### src/rtl/instr_fetch_unit.sv
// Instruction fetch stage: latches PC, issues a word read, waits for MFC with a
// timeout, then strobes IR_In/IR_Enable for one cycle. Supports flush and faults.
module instr_fetch_unit #(
  parameter logic [5:0]  READ_WORD_OP = 6'b000000,
  parameter int unsigned TIMEOUT      = 15
) (
  input  logic        Clk,
  input  logic        RESET,
  input  logic [31:0] PC,
  input  logic        fetch_req,
  input  logic        flush,
  input  logic        fault_ack,
  output logic [31:0] RAM_Address,
  output logic        RAM_enable,
  output logic [5:0]  RAM_OpCode,
  input  logic [31:0] RAM_DataOut,
  input  logic        MFC,
  output logic [31:0] IR_In,
  output logic        IR_Enable,
  output logic        fetch_done,
  output logic        busy,
  output logic        fault,
  output logic [1:0]  fault_code
);

  typedef enum logic [2:0] {
    S_IDLE,
    S_REQ,
    S_WAIT,
    S_LOAD,
    S_FAULT
  } state_t;

  localparam logic [7:0] TIMEOUT_CNT = 8'(TIMEOUT);
  localparam logic [1:0] CODE_NONE      = 2'b00;
  localparam logic [1:0] CODE_MISALIGN  = 2'b01;
  localparam logic [1:0] CODE_TIMEOUT   = 2'b10;

  state_t      state_reg;
  logic [31:0] addr_reg;
  logic [7:0]  count_reg;
  logic [7:0]  count_inc;

  // Saturating increment so a large TIMEOUT can never wrap the counter.
  assign count_inc = (count_reg == 8'hFF) ? count_reg : count_reg + 8'd1;

  assign RAM_Address = addr_reg;
  assign RAM_OpCode  = READ_WORD_OP;
  assign busy        = (state_reg == S_REQ) || (state_reg == S_WAIT) || (state_reg == S_LOAD);
  assign fault       = (state_reg == S_FAULT);

  always_ff @(posedge Clk) begin
    if (RESET) begin
      state_reg  <= S_IDLE;
      addr_reg   <= 32'd0;
      count_reg  <= 8'd0;
      RAM_enable <= 1'b0;
      IR_In      <= 32'd0;
      IR_Enable  <= 1'b0;
      fetch_done <= 1'b0;
      fault_code <= CODE_NONE;
    end else begin
      IR_Enable  <= 1'b0;
      fetch_done <= 1'b0;
      case (state_reg)
        S_IDLE: begin
          if (fetch_req) begin
            if (PC[1:0] != 2'b00) begin
              fault_code <= CODE_MISALIGN;
              state_reg  <= S_FAULT;
            end else begin
              addr_reg   <= PC;
              count_reg  <= 8'd0;
              RAM_enable <= 1'b1;
              state_reg  <= S_REQ;
            end
          end
        end
        S_REQ: begin
          if (flush) begin
            RAM_enable <= 1'b0;
            state_reg  <= S_IDLE;
          end else begin
            state_reg <= S_WAIT;
          end
        end
        S_WAIT: begin
          // Flush takes priority over a same-cycle MFC: the word is discarded.
          if (flush) begin
            RAM_enable <= 1'b0;
            state_reg  <= S_IDLE;
          end else if (MFC) begin
            IR_In      <= RAM_DataOut;
            IR_Enable  <= 1'b1;
            fetch_done <= 1'b1;
            RAM_enable <= 1'b0;
            state_reg  <= S_LOAD;
          end else begin
            count_reg <= count_inc;
            if (count_inc >= TIMEOUT_CNT) begin
              fault_code <= CODE_TIMEOUT;
              RAM_enable <= 1'b0;
              state_reg  <= S_FAULT;
            end
          end
        end
        S_LOAD: begin
          state_reg <= S_IDLE;
        end
        S_FAULT: begin
          if (fault_ack) begin
            fault_code <= CODE_NONE;
            state_reg  <= S_IDLE;
          end
        end
        default: begin
          RAM_enable <= 1'b0;
          state_reg  <= S_IDLE;
        end
      endcase
    end
  end

endmodule

### config.mk
export PLATFORM = sky130hd
export DESIGN_NAME = instr_fetch_unit
export DESIGN_NICKNAME = d
export VERILOG_FILES = /design/src/rtl/instr_fetch_unit.sv
export SDC_FILE = /design/constraint.sdc
export NUM_CORES = 1
export LEC_CHECK = 0
export CELL_PAD_IN_SITES_DETAIL_PLACEMENT = 1
export CELL_PAD_IN_SITES_GLOBAL_PLACEMENT = 1
export CORE_ASPECT_RATIO = 1.5
export CORE_MARGIN = 5
export CORE_UTILIZATION = 31
export DETAILED_ROUTE_END_ITERATION = 8
export GPL_TIMING_DRIVEN = 0
export PLACE_DENSITY_LB_ADDON = 0.1
export SLEW_MARGIN = 15
export SYNTH_ARGS = -nofsm -noshare
export SYNTH_HDL_FRONTEND = slang
export SYNTH_SLANG_ARGS = --single-unit
### constraint.sdc
create_clock -name Clk -period 4.9 [get_ports Clk]
set_clock_uncertainty 0.2 [all_clocks]
set_input_delay 1.47 -clock Clk [delete_from_list [all_inputs] [get_ports Clk]]
set_output_delay 1.47 -clock Clk [all_outputs]
set_load 0.1 [all_outputs]
==> run_1/sizing.png <==
Bar = 20 um.
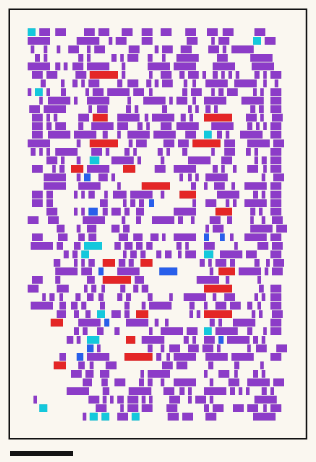
[cyan] x3 and x4 | cells: 15 | share: 2.6% | most used: buf_4
[red] x6 and larger | cells: 21 | share: 3.7% | most used: clkbuf_16
[blue] x2 | cells: 11 | share: 1.9% | most used: buf_2
[purple] x1 and smaller | cells: 525 | share: 92% | most used: clkdlybuf4s50_1
count of plain and timing-repair buffers: 177
post-layout instance area: 0.00519 sq mm
post-synthesis to final-layout area growth: 57.4%

==> run_1/ff_map.png <==
Bar = 20 um.
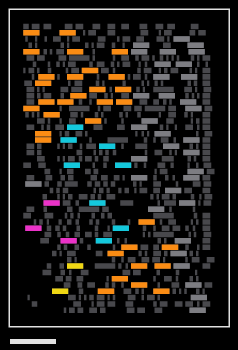
[yellow] `fault_code` | placed flops: 2
[cyan] `count_reg` | placed flops: 8 | where: middle
[orange] `RAM_Address` | placed flops: 32
[magenta] `state_reg` | placed flops: 3
not colored: 34
final core utilization: 49.5%
share of the final layout cell area in sequential cells: 30.5%
Seq. pwr: 661 uW
sequential cell area: 0.00158 sq mm

==> out/results.ini, run 1 <==
[outcome]
run_status=completed

[floorplanning]
rows=46
placeableCoreArea_sq_mm=0.0105
die_width_um=94.2
io-pin-count=147

[final_timing]
hold_viol_final=0
worst-slew-pin-transition_ps=1020
rsz0062_at_grt=no
totalNegativeSetupSlack_ps=0
setup_viol_count_final=0
timing.final.crit_share_pct=81.0
layout_min_cycle_time_ps=3970

[placement]
gp_routability_congestion=0.775
placedInstanceArea_sq_mm=0.00490

[synth]
synthesis.area_per_instance_sq_um=8.02
ys_warn_count=0
post-synth-top-count-cell=sky130_fd_sc_hd__nand2_1
synthesis.instances=411
yosysCellCount=411
postSynth.topFlopCell=sky130_fd_sc_hd__dfxtp_1

[cells_and_area]
layout_top_cell=sky130_fd_sc_hd__clkdlybuf4s50_1
antenna_cells=0
drive_gt1_share_pct=8.22

[routing]
detail_route.wl_per_cell_um=15.3
vias_per_cell=4.71
first_pass_detailed_route_iteration_total=4
detail-route-antenna-nets=0

[worst_setup_path]
regToRegStartpoint=count_reg[0]
endpoint_kind=primary output
req_time_crit_path_ps=3230
critical-path-slowest-cell=sky130_fd_sc_hd__clkdlybuf4s50_1

[clock_tree]
clock_sinks=79
cts.htree.levels=3
clock_latency_on_the_worst_skew_pair_ps=330
ctsLongestPathBuffers=2
clock_tree.root_cell=sky130_fd_sc_hd__clkbuf_16

[pwr]
p_switching_uw=465
netSwitchingFraction_pct=29.4

[min_path]
hold_path.class=flop to flop

[job]
openroad.warnings=26

==> run_1/closeup.png <==
Window x 56 to 86, y 19 to 49 um. Cells in gray, sequential cells in the stronger gray; small squares are vias.
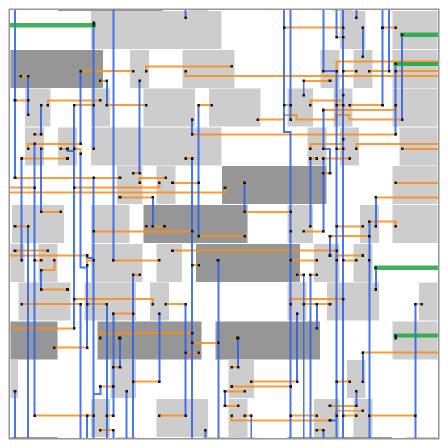
[blue] M2
[orange] M1
[green] M3
most frequent: nand2_1 (19), clkdlybuf4s50_1 (16), a21oi_1 (10)
sequential cells in the window: 6
netlist names of flops here include: `IR_In` (3), `RAM_Address` (3)
cells with their middle in the window: 55

==> run_1/clock_nets.png <==
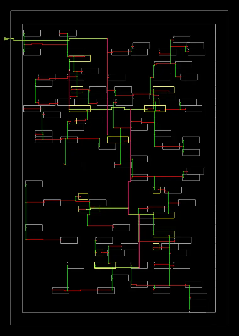
Num CTS Buffers: 9
clock buffer count in the final layout: 10

-- run 1: layout make-up --
type | count | area (sq um)
Inverter | 3 | 11.3
Tap cell | 144 | 180
Buffer | 37 | 259
Sequential cell | 79 | 1580
Multi-Input combinational cell | 297 | 1460
Clock buffer | 10 | 239
Clock inverter | 6 | 52.6
Timing Repair Buffer | 140 | 1400
Fill cell | 1277 | 5290
-- run 1: kinds of logic (layout without fill, tap and decap cells) --
| group | count (synthesis) | count (layout) | share of synthesized area, % |
|---|---|---|---|
| flip-flops | 79 | 79 | 48.0 |
| XOR/XNOR | 1 | 1 | 0.266 |
| AND/OR/NAND/NOR | 187 | 187 | 25.0 |
| AND-OR/OR-AND | 100 | 100 | 17.5 |
| other | 1 | 6 | 0.114 |
| adder cells (fa/ha/maj) | 1 | 1 | 0.380 |
| buffers and inverters | 40 | 196 | 8.20 |
| multiplexers | 2 | 2 | 0.607 |
-- run 1: metrics by stage --
| stage | setup slack (ps) | hold slack, ps |
|---|---|---|
| after global routing | 848 | 279 |
| after global placement | 1300 | 241 |
| after floorplan | 1430 | 271 |
| after detailed placement | 1280 | 249 |
| final | 933 | 255 |
| after CTS | 914 | 258 |
-- run 1: power groups by stage --
stage	sequential, uW	combinational, uW	clock [uW]
after floorplan	753	94.0	0
after global placement	675	272	0
after detailed placement	675	275	0
after CTS	661	276	669
after global routing	662	288	695
final	661	273	648
-- run 1: layer usage --
layer,track usage (%),routed length [um],vias to the layer above
li1,-,-,1685
met1,18.5,4200,1592
met2,32.7,6020,82
met3,3.77,562,16
met4,5.86,200,0
met5,0,0,-
-- run 1: worst min-delay path, stage by stage (launching register included) --
cell and delay (ps):
sky130_fd_sc_hd__dfxtp_1 310, sky130_fd_sc_hd__nand2_1 50, sky130_fd_sc_hd__a21oi_1 50
==> run_1/clock_wires.png <==
Bar = 20 um.
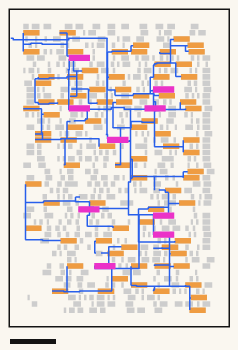

--- run 2 (diff from run 1) ---
CORE_UTILIZATION = 29   (was 31)
clock period = 3.95 ns   (was 4.9 ns; I/O delays follow)
==> run_2/clock_wires.png <==
Bar = 20 um.
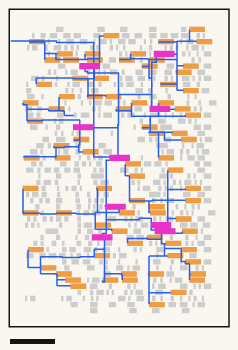
[orange] flip-flops | count: 79
[blue] clock wires | length: 1100 um
[magenta] clock-net drivers | count: 9
flops lie: spread over the die
clock latency on the worst-skew pair: 330 ps
fraction of power consumed by the clock network: 39.2%
Clock net power: 748 uW

==> run_2/sizing.png <==
Bar = 20 um.
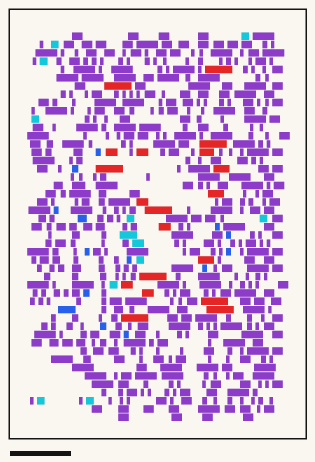
[cyan] x3 and x4 | cells: 12 | share: 2.1% | most used: buf_4
[red] x6 and larger | cells: 19 | share: 3.3% | most used: clkbuf_16
[blue] x2 | cells: 14 | share: 2.5% | most used: buf_2
[purple] x1 and smaller | cells: 526 | share: 92% | most used: clkdlybuf4s50_1
final setup margin: 273 ps
post-layout instance area: 0.00516 sq mm

==> run 2 against run 1 <==
Synthesized cell count is the same. Sequential share of layout area grew 0.13 points. Worst setup slack lost 660 ps. Core utilization shrank 3.1 points. Cell count grew 0.28%. Sequential power grew 24%. Flip-flop count is the same. First-iteration DRC count shrank 46%. Clock power grew 15%. Combinational power grew 24%. Critical endpoint unchanged. Largest cell class unchanged.
==> out/results.ini, run 2 <==
[outcome]
run_status=completed

[floorplanning]
placeableCoreArea_sq_mm=0.0111  ; +6.1%
rows=47  ; +2.2%
die_width_um=97.0  ; +3.0%

[min_path]
hold_path.class=flop to flop

[pwr]
netSwitchingFraction_pct=28.2  ; -1.2 points
pwr.group.sequential_uw=820  ; +24%
power_leader=sequential cells
p_switching_uw=538  ; +16%

[cells_and_area]
layout_top_cell=sky130_fd_sc_hd__clkdlybuf4s50_1
drive_gt1_share_pct=7.88  ; -0.34 points

[final_timing]
setup_viol_count_final=0  ; unchanged
layout_min_cycle_time_ps=3680
worst-slew-pin-transition_ps=1020  ; -0.219 ps
hold_viol_final=0  ; unchanged
totalNegativeSetupSlack_ps=0  ; unchanged

[worst_setup_path]
endpoint_kind=primary output
req_time_crit_path_ps=2560  ; -670 ps
critical-path-slowest-cell=sky130_fd_sc_hd__clkdlybuf4s50_1

[synth]
synthesis.instances=411  ; unchanged
ys_warn_count=0  ; unchanged

[clock_tree]
clock_sinks=79  ; unchanged
ctsLongestPathBuffers=2  ; unchanged
tritoncts.num_buffers=9  ; unchanged
clock_tree.root_cell=sky130_fd_sc_hd__clkbuf_16
cts.htree.levels=3  ; unchanged

[routing]
detail_route.wl_per_cell_um=15.6  ; +1.9%
first_pass_detailed_route_iteration_total=4  ; unchanged
detail-route-antenna-nets=0  ; unchanged
vias_per_cell=4.65  ; -1.4%

[placement]
placedInstanceArea_sq_mm=0.00490  ; about the same
gp_routability_congestion=0.832  ; +7.3%

[job]
openroad.warnings=26  ; unchanged

-- run 2: cell types whose count changed in the layout (fill, tap and decap cells not counted), sizes merged --
cell	delta
clkbuf	+1
clkinvlp	-1
inv	-2
clkinv	+1
-- run 2: kinds of logic after synthesis --
kind of cell	Yosys count	synth area share, %
AND-OR/OR-AND	100	17.5
XOR/XNOR	1	0.266
adder cells (fa/ha/maj)	1	0.380
buffers and inverters	40	8.20
flip-flops	79	48.0
multiplexers	2	0.607
other	1	0.114
AND/OR/NAND/NOR	187	25.0
-- run 2: final cells by class --
type	instances	area, sq um
buffer	37	259
clock inverter	4	22.5
fill	1339	5950
timing repair buffer	140	1400
tap	147	184
multi-input combinational	297	1460
clock buffer	11	243
inverter	3	11.3
sequential	79	1580
-- run 2: per-stage QoR --
stage	hold WS, ps	setup WS [ps]	util [%]	instances	power (uW)
2_1_floorplan	271	761	-	416	1050
6_report	250	273	46.5	718	1910
4_1_cts	254	247	46.5	718	1940
3_3_place_gp	241	630	44.1	703	1170
3_5_place_dp	246	612	44.1	703	1180
5_1_grt	274	221	46.5	718	2000
-- run 2: tightest hold or removal path: cells and delay by family (launching register included) --
| family | cells | cell delay [ps] |
|---|---|---|
| flip-flops | 1 | 300 |
| AND/OR/NAND/NOR | 1 | 50 |
| AND-OR/OR-AND | 1 | 50 |
-- run 2: routing by layer --
layer | vias to the layer above | part of all wire, % | GRT usage, %
li1 | 1678 | - | -
met1 | 1572 | 38 | 16.7
met2 | 72 | 57 | 32.3
met3 | 14 | 3.5 | 4.18
met4 | 0 | 1.4 | 5.70
met5 | - | 0 | 0
No activity file was given, so power comes from the tool's default toggle rates.
